$ cat src/rtl/sync_fifo_pkg.sv
// rtl/sync_fifo_pkg.sv - shared sizing helpers, parameter checks and status struct for sync_fifo_ctrl
package sync_fifo_pkg;

    function automatic int ptr_w(input int depth);
        return $clog2(depth) + 1;
    endfunction

    function automatic bit depth_ok(input int depth);
        return (depth >= 2) && ((depth & (depth - 1)) == 0);
    endfunction

    function automatic bit levels_ok(input int depth, input int afull_lvl, input int aempty_lvl);
        return (afull_lvl >= 1) && (afull_lvl <= depth) &&
               (aempty_lvl >= 0) && (aempty_lvl <= depth - 1);
    endfunction

    typedef struct packed {
        logic wfull;
        logic rempty;
        logic almost_full;
        logic almost_empty;
        logic overflow;
        logic underflow;
    } fifo_status_t;

endpackage

$ cat src/rtl/sync_fifo_mem.sv
// rtl/sync_fifo_mem.sv - WIDTH x DEPTH simple dual-port store; SYNC_FIFO_FWFT_EN selects a combinational read port
module sync_fifo_mem #(
    parameter int WIDTH = 32,
    parameter int DEPTH = 16,
    parameter int AW    = $clog2(DEPTH)
) (
    input  logic             clk,
    input  logic             reset,
    input  logic             we,
    input  logic [AW-1:0]    waddr,
    input  logic [WIDTH-1:0] wdata,
    input  logic             re,
    input  logic [AW-1:0]    raddr,
    output logic [WIDTH-1:0] rdata
);

    logic [WIDTH-1:0] mem [DEPTH];

    always_ff @(posedge clk) begin
        if (we) begin
            mem[waddr] <= wdata;
        end
    end

`ifdef SYNC_FIFO_FWFT_EN
    // Head entry is always visible; the read strobe only moves the pointer upstream.
    assign rdata = mem[raddr];

    logic unused_rd;
    assign unused_rd = &{1'b0, reset, re};
`else
    always_ff @(posedge clk) begin
        if (reset) begin
            rdata <= '0;
        end else if (re) begin
            rdata <= mem[raddr];
        end
    end
`endif

endmodule

$ cat src/rtl/sync_fifo_ctrl.sv
// rtl/sync_fifo_ctrl.sv - single-clock FIFO with level flags, sticky errors and flush; SYNC_FIFO_FWFT_EN enables first-word-fall-through
module sync_fifo_ctrl
    import sync_fifo_pkg::*;
#(
    parameter int WIDTH      = 32,
    parameter int DEPTH      = 16,
    parameter int AFULL_LVL  = DEPTH - 2,
    parameter int AEMPTY_LVL = 2
) (
    input  logic                     clk,
    input  logic                     reset,
    input  logic                     write,
    input  logic [WIDTH-1:0]         wdata,
    output logic                     wfull,
    input  logic                     read,
    output logic [WIDTH-1:0]         rdata,
    output logic                     rvalid,
    output logic                     rempty,
    output logic                     almost_full,
    output logic                     almost_empty,
    output logic [$clog2(DEPTH):0]   count,
    input  logic                     flush,
    input  logic                     clr_err,
    output logic                     overflow,
    output logic                     underflow
);

    localparam int PW = ptr_w(DEPTH);
    localparam int AW = PW - 1;

    if (WIDTH < 1) begin : g_bad_width
        $error("sync_fifo_ctrl: WIDTH must be >= 1");
    end
    if (!depth_ok(DEPTH)) begin : g_bad_depth
        $error("sync_fifo_ctrl: DEPTH must be a power of 2 and >= 2");
    end
    if (!levels_ok(DEPTH, AFULL_LVL, AEMPTY_LVL)) begin : g_bad_levels
        $error("sync_fifo_ctrl: AFULL_LVL or AEMPTY_LVL out of range");
    end

    logic [PW-1:0] wptr;
    logic [PW-1:0] rptr;
    logic          wr_acc;
    logic          rd_acc;
    logic          wr_err;
    logic          rd_err;

    // Acceptance is judged on pre-edge status, so a read cannot make room for a same-cycle write.
    assign wr_acc = write && !wfull  && !flush;
    assign rd_acc = read  && !rempty && !flush;
    assign wr_err = write && wfull   && !flush;
    assign rd_err = read  && rempty  && !flush;

    assign wfull        = (count == PW'(DEPTH));
    assign rempty       = (count == '0);
    assign almost_full  = (count >= PW'(AFULL_LVL));
    assign almost_empty = (count <= PW'(AEMPTY_LVL));

    always_ff @(posedge clk) begin
        if (reset || flush) begin
            wptr  <= '0;
            rptr  <= '0;
            count <= '0;
        end else begin
            if (wr_acc) begin
                wptr <= wptr + PW'(1);
            end
            if (rd_acc) begin
                rptr <= rptr + PW'(1);
            end
            case ({wr_acc, rd_acc})
                2'b10:   count <= count + PW'(1);
                2'b01:   count <= count - PW'(1);
                default: count <= count;
            endcase
        end
    end

    // A new error in the same cycle as clr_err keeps the flag set.
    always_ff @(posedge clk) begin
        if (reset) begin
            overflow  <= 1'b0;
            underflow <= 1'b0;
        end else begin
            overflow  <= wr_err || (overflow  && !clr_err);
            underflow <= rd_err || (underflow && !clr_err);
        end
    end

`ifdef SYNC_FIFO_FWFT_EN
    assign rvalid = !rempty;
`else
    always_ff @(posedge clk) begin
        if (reset) begin
            rvalid <= 1'b0;
        end else begin
            rvalid <= rd_acc;
        end
    end
`endif

    sync_fifo_mem #(
        .WIDTH (WIDTH),
        .DEPTH (DEPTH),
        .AW    (AW)
    ) u_mem (
        .clk   (clk),
        .reset (reset),
        .we    (wr_acc),
        .waddr (wptr[AW-1:0]),
        .wdata (wdata),
        .re    (rd_acc),
        .raddr (rptr[AW-1:0]),
        .rdata (rdata)
    );

endmodule
$ cat config.mk
export PLATFORM = sky130hd
export DESIGN_NAME = sync_fifo_ctrl
export DESIGN_NICKNAME = d
export VERILOG_FILES = /design/src/rtl/sync_fifo_pkg.sv /design/src/rtl/sync_fifo_mem.sv /design/src/rtl/sync_fifo_ctrl.sv
export SDC_FILE = /design/constraint.sdc
export NUM_CORES = 1
export LEC_CHECK = 0
export CAP_MARGIN = 10
export CELL_PAD_IN_SITES_DETAIL_PLACEMENT = 1
export CELL_PAD_IN_SITES_GLOBAL_PLACEMENT = 1
export CORE_ASPECT_RATIO = 1.25
export CORE_MARGIN = 2
export CORE_UTILIZATION = 47
export DETAILED_ROUTE_END_ITERATION = 6
export HOLD_SLACK_MARGIN = 0.08
export MAX_ROUTING_LAYER = met4
export PLACE_DENSITY = 0.81
export SLEW_MARGIN = 30
export SYNTH_ARGS = -nofsm -noshare
export SYNTH_HDL_FRONTEND = slang
export SYNTH_HIERARCHICAL = 1
export SYNTH_SLANG_ARGS = --single-unit
$ cat constraint.sdc
create_clock -name clk -period 4.7 [get_ports clk]
set_input_delay 0.94 -clock clk [delete_from_list [all_inputs] [get_ports clk]]
set_output_delay 0.94 -clock clk [all_outputs]
set_load 0.005 [all_outputs]
Run 1, power grid:
Bar = 50 um. Pins as bars on the die edge.
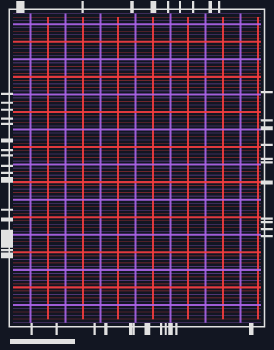
Red marks VDD. Purple marks VSS.
17 straps on met5. 14 straps on met4. 82 signal pins sit on the boundary. 89 met1 rails follow the rows. The core has 88 rows.
Die H: 245 um
core box area: 0.0460 sq mm
Die W: 197 um
peak supply drop: 0.358 mV

Run 1, cells colored by class:
Fill, decap, tap and diode cells in gray.
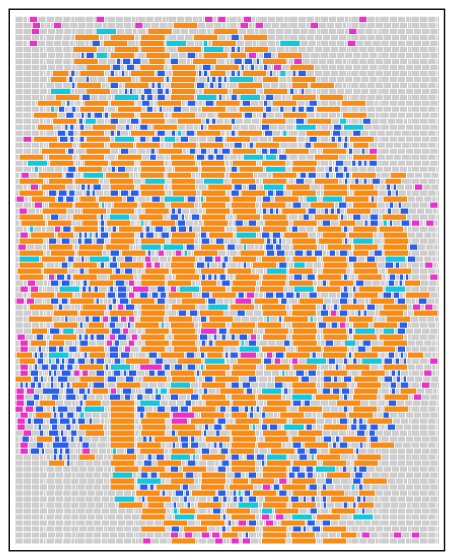
Orange marks flops, cells 560, share of their area 67%. Cyan marks clock drivers and dummy loads, cells 100, share of their area 7.2%. Blue marks combinational and other logic, cells 685, share of their area 21%. Magenta marks other buffers and delay cells, cells 118, share of their area 4.9%.

Run 1, clock wires, drivers and flops:
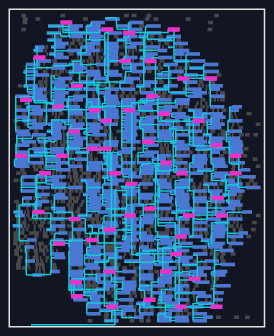
Cyan marks clock wires, length 6160 um. Magenta marks clock drivers, count 53. Blue marks flip-flops, count 560.
Position of the flops: all over the die. There are 54 routed clock nets.
Clk pwr share: 0.430
later-pin clock latency in the skew report: 0.59 ns
clock skew: 0.0188 ns

Run 1, wiring by layer:
Bar = 50 um. Two of the layers only.
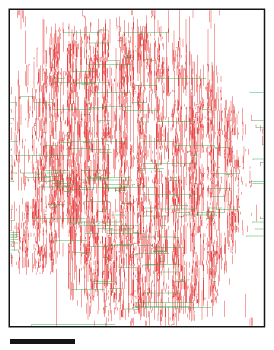
Red marks metal 2, wire length 28.5 mm. Green marks metal 3, wire length 2590 um.
drt wl/cell: 26.7 um
total track usage: 0.237
routed vias: 12000

## run 1: through the flow
step                      cells  hold slack, ns  setup slack [ns]  power (mW)  cell area (sq um)
after CTS                  2048           0.459              1.44        10.0              25100
after detailed placement   1948           0.446             0.930        5.78              23300
after global placement     1946           0.441             0.937        5.76              23300
final                      2048           0.454              1.48        9.94              25100
after global routing       2048           0.475              1.36        10.2              25100
after floorplan            1315           0.450             0.146        5.63              21800
## run 1: worst max-delay path by stage
stage / startpoint / cells after the start / to
2_1_floorplan: write / 6 / u_mem/mem[0][0]
3_3_place_gp: write / 8 / u_mem/mem[2][19]
3_5_place_dp: write / 8 / u_mem/mem[2][19]
4_1_cts: count[1] / 4 / wfull
5_1_grt: count[1] / 4 / wfull
6_report: write / 8 / u_mem/mem[2][20]
## run 1: routing by layer
layer,up-vias,global-route usage,share of wire
li1,5278,-,-
met1,6269,0.296,0.40
met2,379,0.406,0.52
met3,108,0.0276,0.047
met4,0,0.0781,0.029
met5,-,-,0
## run 1: registers in the layout, summed over array words and instances (netlist names)
name         count
u_mem/mem      512
wptr             4
rvalid           1
overflow         1
count            5
underflow        1
rptr             4
u_mem/rdata     32
## run 1: power by group through the flow
stage	Combinational [mW]	Sequential [mW]	Clock, mW
finish	0.200	5.47	4.27
floorplan	0.0570	5.57	0
global placement	0.187	5.57	0
CTS	0.202	5.47	4.34
detailed placement	0.201	5.58	0
global route	0.218	5.47	4.51
## run 1: final cells by class
| cell class | count | area [sq um] | share of cell area |
|---|---|---|---|
| clock inverter | 19 | 176 | 0.00703 |
| inverter | 7 | 26.3 | 0.00105 |
| multi-input combinational | 678 | 5050 | 0.201 |
| sequential | 560 | 16300 | 0.651 |
| tap | 585 | 732 | 0.0292 |
| timing repair buffer | 118 | 1190 | 0.0475 |
| clock buffer | 81 | 1570 | 0.0627 |
## run 1: critical path, stage by stage
cell	delay (ns)
clkdlybuf4s50_1	0.47
inv_1	0.07
a21oi_2	0.25
nand2b_1	0.15
inv_1	0.15
or3b_2	0.59
nor2_4	0.52
buf_4	0.34
## run 1: logic make-up (layout without fill, tap and decap cells)
family | after synthesis | in the layout | synth area share
mux | 260 | 260 | 0.119
fa+ha+maj | 7 | 7 | 0.00436
buf+inv | 77 | 225 | 0.0266
simple gates | 262 | 262 | 0.0554
flops | 560 | 560 | 0.748
compound gates | 144 | 144 | 0.0441
xor+xnor | 5 | 5 | 0.00201
## run 1: placed cells by master (no fill, tap or decap), types with 2 or more instances in the layout
cell type / n
edfxtp_1: 512
mux2i_1: 260
nand2_1: 101
nand3_1: 101
clkdlybuf4s50_1: 81
a22oi_1: 64
a21oi_1: 60
clkbuf_16: 55
dfxtp_1: 47
buf_4: 30
nor2_1: 17
clkbuf_1: 16
nor2_4: 14
a21oi_2: 11
clkinv_2: 10
clkbuf_8: 10
inv_1: 7
ha_1: 6
nor3_2: 5
buf_12: 5
nand2b_1: 4
nand3b_1: 4
xor2_1: 3
bufinv_16: 3
clkinv_1: 3
a31o_2: 2
xnor2_1: 2
or4_1: 2
nor2b_1: 2
or3b_2: 2
nor2b_4: 2
buf_16: 2
==> results.cfg, run 1 <==
; flow metrics
[setup_path]
critical_path.max_fanout = 14
r2r_start = count[1]
r2r_slack_ns = 1.58
crit_path_start_kind = input pin
cp.required_ns = 4.97
r2r_cells = 7
critical_path_class = input pin to flop
end_kind = flop
timing.rr.end = u_mem/mem[2][20]
cp_data_arrival_time_ns = 3.49

[die]
num_io_pins = 82
dieArea_sq_mm = 0.0482
initial_core_util = 0.474
rows = 88

[final_timing]
maxSlewViolCount = 0
tns_ns = 0
max_slew_margin = 0.383
tightest_slew_ns = 0.926
setup_viol = 0
hold_viol_final = 0
finalClockPeriodUsage = 0.685
fin_crit_ns = 3.22
timing.fmax_mhz = 311
grt_setup_unrepaired = no

[power_and_ir_drop]
p_sw_frac = 0.197
power_density_mw_per_mm2 = 396
p_leak_nw = 7.80
p_int_mw = 7.99
p_seq_frac = 0.550
switchingPower_mw = 1.95
p_comb_frac = 0.020

[clock_network]
hold_buffers = 0
cts_buffer_depth = 3
cts_tree = built
postCtsSetupRepairBufs = 0
clk_pin_slew_worst_paths_ns = 0.06
htreeDepth = 2
cts_root_buffer = clkbuf_16
cts_sinks = 560
cts-resized-gates = 0
cts_buffers = 53

[run_status]
status = completed

[route]
route.detailed.drc = 0
viasPerCell = 5.88
totalWireLength_mm = 54.7
antenna_left = 0
dr.pass1.iters = 5
drt-initial-drc-count = 847

[yosys]
yosys-stat-area_sq_mm = 0.0218
synth.largest_area_cell = edfxtp_1
ys_ff = 560
yosysCellCount = 1315
netlist_area_sq_mm = 0.0218
syn_area_per_cell_sq_um = 16.6
area_leaders = edfxtp_1 (70%), mux2i_1 (12%), dfxtp_1 (4.4%)
yosys_warnings = 6
syn_inst = 1315
async_reset_ff_frac = 0
syn_nets = 1360
edf_count = 512
synth_cell_types = 46
yosys-top-cells-count = edfxtp_1 (512), mux2i_1 (260), nand2_1 (101), nand3_1 (101), a22oi_1 (64)
synth_top_area_share = 0.704
ys_seq_frac = 0.748
yosysMostFrequentCell = edfxtp_1
ys.flop_type = edfxtp_1

[hold_path]
hp-class = flop to flop
hold_start = u_mem/rdata[17]
worstHoldEndpoint = u_mem/rdata[17]
hold-path-cell-count = 2

[finish]
fillers = 4302
layout-drive-gt1-share = 0.109
diodes = 0
final_util = 0.545
area_growth_pct = 14.9
nets = 1463

[global_route]
grt_pass1_vias = 13100
gr-total-overflow = 0
antenna_found_initial = 0
grt_pass1_wl_mm = 82.8
grt_max_degree = 68

[flow_run]
maxCapViolations = 0
warnings = 26

[placed_design]
place_hpwl_mm = 31.3
numPortBuffers = 81
place.gp.congestion = 0.753
Run 1, clock wiring as the flow saved it:
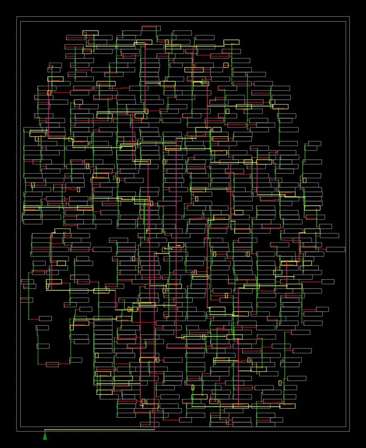

==> run 2, diff against run 1 <==
--- a/config.mk
+++ b/config.mk
@@ -10,11 +10,11 @@
 export CELL_PAD_IN_SITES_GLOBAL_PLACEMENT = 1
 export CORE_ASPECT_RATIO = 1.25
 export CORE_MARGIN = 2
-export CORE_UTILIZATION = 47
+export CORE_UTILIZATION = 52
 export DETAILED_ROUTE_END_ITERATION = 6
 export HOLD_SLACK_MARGIN = 0.08
 export MAX_ROUTING_LAYER = met4
-export PLACE_DENSITY = 0.81
+export PLACE_DENSITY = 0.85
 export SLEW_MARGIN = 30
 export SYNTH_ARGS = -nofsm -noshare
 export SYNTH_HDL_FRONTEND = slang
==> constraint.sdc (replaced) <==
create_clock -name clk -period 3.4 [get_ports clk]
set_input_delay 0.68 -clock clk [delete_from_list [all_inputs] [get_ports clk]]
set_output_delay 0.68 -clock clk [all_outputs]
set_load 0.005 [all_outputs]
Run 2, clock wiring as the flow saved it:
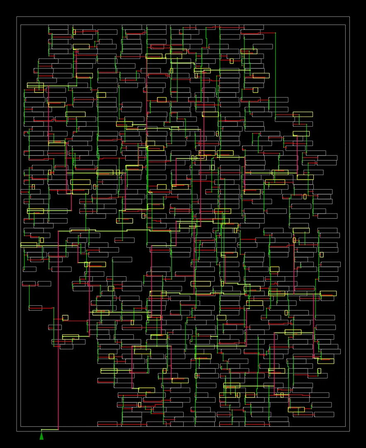
cts bufs inserted: 53
clock skew: 0.0305 ns
CLK BUF: 72
CTS sink count: 560
clock network power: 6.13 mW

Run 2, clock wires, drivers and flops:
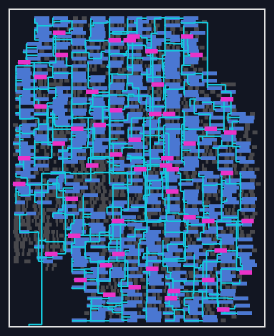
Blue marks flip-flops, count 560. Magenta marks clock drivers, count 53. Cyan marks clock wires, length 6630 um.
There are 54 routed clock nets.
later-pin clock latency in the skew report: 0.61 ns
Clk pwr share: 0.439

Run 2, cells colored by class:
Fill, decap, tap and diode cells in gray.
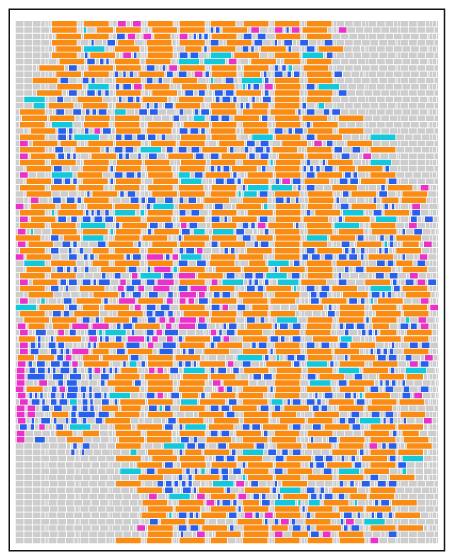
Blue marks combinational and other logic, cells 685, share of their area 21%. Cyan marks clock drivers and dummy loads, cells 100, share of their area 7.3%. Magenta marks other buffers and delay cells, cells 131, share of their area 5.5%. Orange marks flops, cells 560, share of their area 66%.

==> run 2 against run 1 <==
Against the previous run:
- worst hold slack improved by 0.0045 ns
- largest cell class unchanged
- clock skew grew 0.012 ns
- register-to-register slack got worse by 0.96 ns
==> results.cfg, run 2 <==
; flow metrics
[yosys]
yosys_warnings = 6
synth_top_area_share = 0.704
synth_cell_types = 46
yosysMostFrequentCell = edfxtp_1
async_reset_ff_frac = 0
ys_ff = 560
ys_seq_frac = 0.748
yosys-top-cells-count = edfxtp_1 (512), mux2i_1 (260), nand2_1 (101), nand3_1 (101), a22oi_1 (64)
area_leaders = edfxtp_1 (70%), mux2i_1 (12%), dfxtp_1 (4.4%)
syn_area_per_cell_sq_um = 16.6
edf_count = 512
syn_inst = 1315
yosysCellCount = 1315
syn_nets = 1360

[power_and_ir_drop]
p_int_mw = 11.1
power_density_mw_per_mm2 = 552
p_sw_frac = 0.205
p_leak_nw = 7.88
p_comb_frac = 0.020
switchingPower_mw = 2.86
p_seq_frac = 0.541
worst_ir_drop_vdd_mv = 0.493
finalPower_mw = 14.0

[run_status]
status = completed

[route]
route.detailed.drc = 0
via_count = 12500
totalWireLength_mm = 59.9
dr.pass1.iters = 5
drt-initial-drc-count = 1201
antenna_left = 0

[final_timing]
hold_viol_final = 0
tightest_slew_ns = 1.02
max_slew_margin = 0.318
maxSlewViolCount = 0
fin_crit_ns = 2.92
setup_viol = 0
timing.fmax_mhz = 343
finalClockPeriodUsage = 0.858

[finish]
largest_register_ff_count = 512
top_register = u_mem/mem
area_growth_pct = 15.9
layout-drive-gt1-share = 0.118
lay_top_cells = edfxtp_1 (512), mux2i_1 (260), nand2_1 (101), nand3_1 (101), clkdlybuf4s50_1 (81)
top_regs = u_mem/mem x512, u_mem/rdata x32, count x5
nets = 1476
fillers = 3659
final_area_sq_mm = 0.0253

[global_route]
antenna_found_initial = 2
grt_use_total = 0.282
gr-total-overflow = 0
grt_max_degree = 102
grt_pass1_wl_mm = 87.9

[placed_design]
place_hpwl_mm = 31.5
dp.cells = 1928
place.gp.congestion = 0.776

[clock_network]
cts-resized-gates = 0
cts_buffer_depth = 3
htreeDepth = 2
cts_tree = built
postCtsSetupRepairBufs = 0
cts_root_buffer = clkbuf_16

[setup_path]
end_kind = primary output
crit_end = wfull
timing.rr.end = count[4]
critical_path.max_fanout = 10
crit_start = count[1]
cp.required_ns = 2.72
cp_data_arrival_time_ns = 2.24
crit_path_start_kind = flop

[hold_path]
hp-class = flop to flop
hold-path-cell-count = 2

[die]
dieArea_sq_mm = 0.0436
initial_core_util = 0.529
die_h_um = 233
rows = 83
core_sq_mm = 0.0412

[flow_run]
maxCapViolations = 0
warnings = 29
==> run 2: cell counts after synthesis <==
No cell type changed its count.
==> run 2: layer usage <==
metal	vias up	track usage	wire, um
met5	-	-	0
met4	0	0.128	2430
met3	174	0.0364	3360
met2	562	0.487	31300
met1	6454	0.331	22800
li1	5314	-	-
==> run 2: power by group through the flow <==
stage	registers, mW	clock network (mW)	logic, mW
after floorplan	7.70	0	0.0790
after global placement	7.70	0	0.249
after detailed placement	7.71	0	0.271
after CTS	7.56	6.16	0.280
after global routing	7.56	6.40	0.301
final	7.56	6.13	0.280
==> run 2: final cells by class <==
type / count / area (sq um) / area share
diodes: 2 / 5.00 / 0.000198
repair buffers: 131 / 1360 / 0.0538
clock inverters: 28 / 294 / 0.0116
multi-input cells: 678 / 5080 / 0.201
inverters: 7 / 26.3 / 0.00104
clock buffers: 72 / 1500 / 0.0593
flip-flops and latches: 560 / 16300 / 0.646
well taps: 552 / 691 / 0.0273
==> run 2: cells by family after synthesis <==
kind of cell               count (synthesis)  share of synthesized area
AOI/OAI and AO/OA                        144                     0.0441
xor gates and xnor gates                   5                    0.00201
adders and majority gates                  7                    0.00436
buffers and inverters                     77                     0.0266
DFF                                      560                      0.748
muxes                                    260                      0.119
and+or+nand+nor                          262                     0.0554
==> run 2: worst max-delay path, cell delays in order, from the launching register on <==
cell             delay, ns
dfxtp_1               0.46
nor4_2                0.48
nand2_1               0.12
inv_1                 0.07
clkdlybuf4s50_1       0.49
==> run 2: through the flow <==
stage / setup WS [ns] / hold slack (ns) / setup TNS, ns
3_3_place_gp: 0.198 / 0.447 / 0
6_report: 0.482 / 0.458 / 0
2_1_floorplan: -0.0221 / 0.450 / -2.12
5_1_grt: 0.337 / 0.477 / 0
4_1_cts: 0.459 / 0.463 / 0
3_5_place_dp: 0.173 / 0.448 / 0
==> run 2: worst min-delay path by stage <==
stage	from	endpoint	slack [ns]
after global placement	u_mem/rdata[23]	u_mem/rdata[23]	0.45
after floorplan	u_mem/rdata[0]	u_mem/rdata[0]	0.45
final	u_mem/rdata[19]	u_mem/rdata[19]	0.46
after detailed placement	u_mem/rdata[19]	u_mem/rdata[19]	0.45
after global routing	u_mem/rdata[19]	u_mem/rdata[19]	0.48
after CTS	u_mem/rdata[30]	u_mem/rdata[30]	0.46
Power figures rest on the tool's default switching activity, not on a simulated workload.
